--- src/rtl/left_shift_sequencer.sv ---
// left_shift_sequencer
//   Multi-cycle logical left shifter. A request's total shift amount is applied
//   to an internal register in steps of at most 7 positions per cycle. Each step
//   matches the range of one 3-bit-shamt shift stage. The LSB is zero-filled, and
//   bits shifted past the MSB are discarded.
//
// Ports
//   i_clk     clock, rising edge
//   i_arst_n  asynchronous active-low reset
//   i_valid   request valid
//   o_ready   request accepted on i_valid & o_ready
//   i_data    operand
//   i_shamt   total left-shift amount, 0..WIDTH-1
//   i_flush   synchronous abort, overrides accept and shift
//   o_valid   result valid (DONE state)
//   i_ready   downstream accepts result on o_valid & i_ready
//   o_data    registered result, updated only on entry to DONE
//   o_busy    high while shifting
module left_shift_sequencer #(
    parameter int unsigned WIDTH   = 32,
    parameter int unsigned SHAMT_W = $clog2(WIDTH)
) (
    input  logic               i_clk,
    input  logic               i_arst_n,
    input  logic               i_valid,
    output logic               o_ready,
    input  logic [WIDTH-1:0]   i_data,
    input  logic [SHAMT_W-1:0] i_shamt,
    input  logic               i_flush,
    output logic               o_valid,
    input  logic               i_ready,
    output logic [WIDTH-1:0]   o_data,
    output logic               o_busy
);

    // Fixed by the downstream 3-bit-shamt stage.
    localparam int unsigned        STEP_MAX   = 7;
    localparam logic [SHAMT_W-1:0] STEP_MAX_W = SHAMT_W'(STEP_MAX);

    typedef enum logic [1:0] {
        StIdle,
        StShift,
        StDone
    } state_e;

    state_e             state_q, state_d;
    logic [WIDTH-1:0]   data_q, data_d;
    logic [WIDTH-1:0]   out_q, out_d;
    logic [SHAMT_W-1:0] rem_q, rem_d;
    logic [SHAMT_W-1:0] step;
    logic [WIDTH-1:0]   shifted;
    logic               accept;

    // i_ready -> o_ready is combinational on purpose, for back-to-back throughput.
    assign o_ready = (state_q == StIdle) | ((state_q == StDone) & i_ready);
    assign accept  = i_valid & o_ready & ~i_flush;

    assign step    = (rem_q > STEP_MAX_W) ? STEP_MAX_W : rem_q;
    assign shifted = data_q << step;

    assign o_valid = (state_q == StDone);
    assign o_busy  = (state_q == StShift);
    assign o_data  = out_q;

    always_comb begin
        state_d = state_q;
        data_d  = data_q;
        rem_d   = rem_q;
        out_d   = out_q;

        unique case (state_q)
            StIdle: begin
                if (accept) begin
                    data_d  = i_data;
                    rem_d   = i_shamt;
                    state_d = (i_shamt == '0) ? StDone : StShift;
                    if (i_shamt == '0) out_d = i_data;
                end
            end
            StShift: begin
                data_d = shifted;
                rem_d  = rem_q - step;
                // Last step: remaining fits in one stage.
                if (rem_q <= STEP_MAX_W) begin
                    state_d = StDone;
                    out_d   = shifted;
                end
            end
            StDone: begin
                if (i_ready) begin
                    state_d = StIdle;
                    // A request accepted on the same edge replaces the data.
                    if (accept) begin
                        data_d  = i_data;
                        rem_d   = i_shamt;
                        state_d = (i_shamt == '0) ? StDone : StShift;
                        if (i_shamt == '0) out_d = i_data;
                    end
                end
            end
            default: state_d = StIdle;
        endcase

        // Flush aborts everything in flight; the last delivered result stays.
        if (i_flush) begin
            state_d = StIdle;
            rem_d   = '0;
            data_d  = data_q;
            out_d   = out_q;
        end
    end

    always_ff @(posedge i_clk or negedge i_arst_n) begin
        if (!i_arst_n) begin
            state_q <= StIdle;
            data_q  <= '0;
            rem_q   <= '0;
            out_q   <= '0;
        end else begin
            state_q <= state_d;
            data_q  <= data_d;
            rem_q   <= rem_d;
            out_q   <= out_d;
        end
    end

endmodule

--- config.mk ---
export PLATFORM = sky130hd
export DESIGN_NAME = left_shift_sequencer
export DESIGN_NICKNAME = d
export VERILOG_FILES = /design/src/rtl/left_shift_sequencer.sv
export SDC_FILE = /design/constraint.sdc
export NUM_CORES = 1
export LEC_CHECK = 0
export CAP_MARGIN = 15
export CELL_PAD_IN_SITES_DETAIL_PLACEMENT = 1
export CELL_PAD_IN_SITES_GLOBAL_PLACEMENT = 1
export CORE_ASPECT_RATIO = 0.7
export CORE_MARGIN = 2
export CORE_UTILIZATION = 37
export CTS_BUF_LIST = sky130_fd_sc_hd__clkbuf_4 sky130_fd_sc_hd__clkbuf_8 sky130_fd_sc_hd__clkbuf_16
export CTS_CLUSTER_SIZE = 16
export DETAILED_ROUTE_END_ITERATION = 7
export PLACE_DENSITY_LB_ADDON = 0.1
export SLEW_MARGIN = 20
export SYNTH_ARGS = -nofsm -noshare
export SYNTH_HDL_FRONTEND = slang
export SYNTH_SLANG_ARGS = --single-unit
--- constraint.sdc ---
create_clock -name i_clk -period 1.8 [get_ports i_clk]
set_input_delay 0.45 -clock i_clk [delete_from_list [all_inputs] [get_ports i_clk]]
set_output_delay 0.45 -clock i_clk [all_outputs]
set_load 0.01 [all_outputs]
==> images/io_fan.png <==
Drawn at 3 px/um.
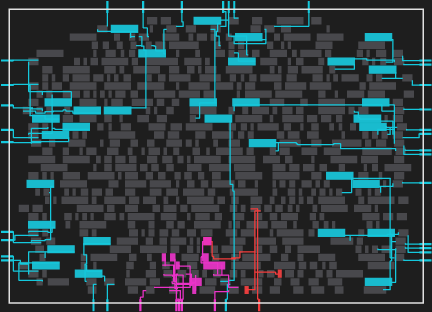
`o_data`: shown in cyan, bits 32, direction output, end cells 32, buffers 32, wire 1060 um. `i_valid`: shown in red, bits 1, direction input, end cells 3, buffers 2, wire 97.7 um. `i_shamt`: shown in magenta, bits 5, direction input, end cells 8, buffers 9, wire 154 um.
PortBufs: 76
IO Pins: 77

==> images/detail.png <==
Region (93, 63) to (113, 83) um. Cells in gray, sequential cells in the stronger gray; small squares are vias.
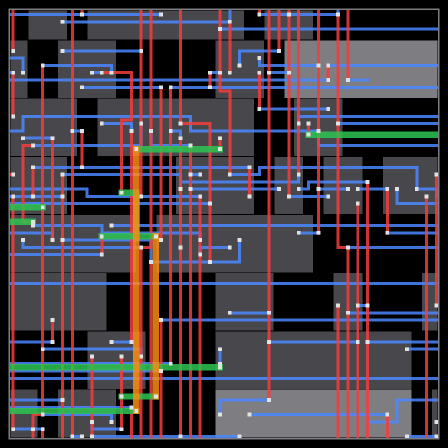
metal 3: shown in green. metal 2: shown in red. metal 1: shown in blue. metal 4: shown in orange.
Sequential cells in the window: 2. 22 logic cells have their middle in the window. Netlist names of flops here include `data_q` (1), `o_data` (1). Most frequent: o221a_4 (4).

==> images/clocks.png <==
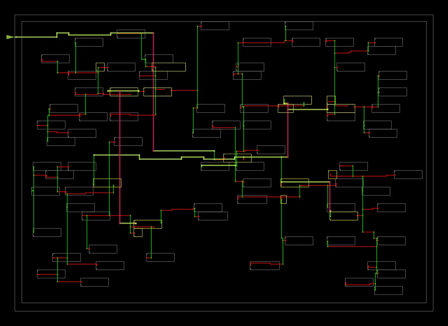
clock latency on the worst-skew pair: 0.34 ns
FFs & Latches: 71

==> flow_results.xml <==
<?xml version="1.0" encoding="UTF-8"?>
<metrics>
  <group name="clocking">
    <metric name="cts.repair_timing.setup_buffer_count" unit="">2</metric>
    <metric name="clockRootBuffer" unit="">sky130_fd_sc_hd__clkbuf_16</metric>
    <metric name="tritoncts" unit="">yes</metric>
    <metric name="ctsLongestPathBuffers" unit="">2</metric>
    <metric name="htree_levels" unit="">3</metric>
  </group>
  <group name="sta">
    <metric name="finalWorstPathRequiredPeriod" unit="ns">1.938</metric>
    <metric name="setup_viol" unit="">64</metric>
    <metric name="report.final.slew_viol_count" unit="">0</metric>
    <metric name="timing.hold.ws" unit="ns">0.1299</metric>
    <metric name="grt_setup_unrepaired" unit="">yes</metric>
    <metric name="slew-limit-headroom" unit="%">72.54</metric>
    <metric name="finalSetupTns" unit="ns">-5.529</metric>
    <metric name="final.setup_skew" unit="ns">0.007779</metric>
    <metric name="max_freq" unit="GHz">0.5159</metric>
    <metric name="hold_violations" unit="">0</metric>
    <metric name="final_critical_path_setup_slack" unit="ns">-0.1384</metric>
  </group>
  <group name="global_route">
    <metric name="gr-total-overflow" unit="">0</metric>
    <metric name="number_of_antenna_violations_at_the_first_check_in_global_routing" unit="">0</metric>
    <metric name="overall_routing_resource_usage" unit="%">27.56</metric>
    <metric name="first_global_vias" unit="">4964</metric>
    <metric name="grt_util_met2" unit="%">42.40</metric>
    <metric name="grt.met1_usage" unit="%">40.42</metric>
    <metric name="global_route.peak_usage_layer" unit="">met2</metric>
  </group>
  <group name="synth">
    <metric name="synth_compound_gate_area_share" unit="%">35.34</metric>
    <metric name="synthTopCellsByArea" unit="">sky130_fd_sc_hd__dfrtp_1 39%, sky130_fd_sc_hd__a31oi_1 12%, sky130_fd_sc_hd__mux2i_1 5.9%</metric>
    <metric name="yosysWarningCount" unit="">0</metric>
    <metric name="synth_top_cell_by_count" unit="">sky130_fd_sc_hd__a31oi_1</metric>
    <metric name="yosys_reported_design_area_after_synthesis" unit="um2">4613</metric>
    <metric name="synth_sequential_area_ratio" unit="%">38.51</metric>
    <metric name="top_area_share" unit="%">38.51</metric>
    <metric name="synth-seq-cells" unit="">71</metric>
    <metric name="dominant_combinational_cell_family_by_area_after_synthesis" unit="">AND-OR/OR-AND gates</metric>
    <metric name="synth.distinct_cells" unit="">48</metric>
    <metric name="post_synthesis_async_set_or_reset_flop_share" unit="%">100.0</metric>
    <metric name="synthAdderAreaFrac" unit="%">0.2712</metric>
    <metric name="ranking_of_synthesized_cells_by_instance_count" unit="">85 x sky130_fd_sc_hd__a31oi_1, 71 x sky130_fd_sc_hd__dfrtp_1, 46 x sky130_fd_sc_hd__nor2_1, 31 x sky130_fd_sc_hd__clkbuf_1, 31 x sky130_fd_sc_hd__nand2_1</metric>
    <metric name="netlist_instances" unit="">507</metric>
    <metric name="yosys_cells" unit="">507</metric>
    <metric name="enable_flop_cells" unit="">0</metric>
    <metric name="postSynth.topFlopCell" unit="">sky130_fd_sc_hd__dfrtp_1</metric>
    <metric name="largest_area_cell" unit="">sky130_fd_sc_hd__dfrtp_1</metric>
  </group>
  <group name="worst_setup_path">
    <metric name="timing.critical_path.arrival" unit="ns">2.15</metric>
    <metric name="crit_chain" unit="">or4b_4, clkbuf_16, o221a_4, a32oi_2, a31oi_1</metric>
    <metric name="timing.setup.critical_path_class" unit="">reg2reg</metric>
    <metric name="critical_path.max_fanout" unit="">12</metric>
    <metric name="cp_slowest_stage_delay" unit="ns">0.60</metric>
    <metric name="crit_buf_inv" unit="">1</metric>
  </group>
  <group name="power_and_ir_drop">
    <metric name="power_leakage" unit="nW">2.623</metric>
  </group>
  <group name="route">
    <metric name="antenna_left" unit="">0</metric>
    <metric name="routedLengthMet1" unit="um">8935</metric>
    <metric name="met2RoutedLength" unit="um">8992</metric>
    <metric name="initialDrtViolationCount" unit="">332</metric>
    <metric name="detail_route.drc_violations" unit="">0</metric>
    <metric name="detail_route.wl_per_cell" unit="um">24.55</metric>
  </group>
  <group name="floorplan">
    <metric name="placeableCoreArea" unit="um2">12290</metric>
    <metric name="die_width" unit="um">137.5</metric>
    <metric name="placementRows" unit="">34</metric>
    <metric name="num_tap_cells" unit="">162</metric>
  </group>
  <group name="hold_path">
    <metric name="hold_path_class" unit="">in2async</metric>
  </group>
  <group name="cells_and_area">
    <metric name="layout_top_cells" unit="">82 x sky130_fd_sc_hd__a31oi_1, 68 x sky130_fd_sc_hd__dfrtp_1, 67 x sky130_fd_sc_hd__clkdlybuf4s50_1, 44 x sky130_fd_sc_hd__nor2_1, 37 x sky130_fd_sc_hd__buf_4</metric>
    <metric name="antenna_cells_inserted" unit="">0</metric>
    <metric name="area.combinational" unit="um2">3137</metric>
    <metric name="final_layout_size_suffix_gt1_share" unit="%">29.90</metric>
    <metric name="clock_buffer_count" unit="">13</metric>
    <metric name="dominant_cells" unit="">logic gates</metric>
    <metric name="area_share_clock_buf_inv" unit="%">4.339</metric>
    <metric name="stdcell_area" unit="um2">7008</metric>
    <metric name="n_fill_cell" unit="">1311</metric>
    <metric name="layout-area-overhead-vs-synth" unit="%">51.91</metric>
    <metric name="inverters_excl_clock" unit="">3</metric>
  </group>
  <group name="placement">
    <metric name="placed_cell_area" unit="um2">6062</metric>
    <metric name="placedCellCount" unit="">743</metric>
    <metric name="hpwlAfterDp" unit="um">11600</metric>
  </group>
  <group name="run">
    <metric name="max_cap_violations" unit="">0</metric>
    <metric name="warning_count" unit="">29</metric>
  </group>
  <group name="status">
    <metric name="run_status" unit="">finished, violations left</metric>
    <metric name="violations" unit="">negative setup slack</metric>
  </group>
</metrics>
-- power groups by stage --
stage	registers (mW)	clock network, mW	logic [mW]
after detailed placement	2.68	0	3.26
final	2.73	1.89	3.74
after floorplan	2.71	0	1.63
after global placement	2.66	0	3.18
after global routing	2.80	1.97	4.00
after CTS	2.68	1.91	3.43
-- path summary, 6_finish.rpt --
kind / start / to / slack (ns) / depth (start not counted)
worst max-delay path: rem_q[0] / o_data[26] / -0.14 / 5
worst min-delay path: i_arst_n / o_data[0] / 0.13 / 2
worst max register to register: rem_q[0] / o_data[26] / -0.14 / 5
worst min register to register: o_data[6] / o_data[6] / 0.54 / 2
max in group asynchronous: i_arst_n / o_data[25] / 1.33 / 2
min in group i_clk: i_ready / state_q[1] / 0.50 / 3
Power is estimated from default activity; no workload was simulated.
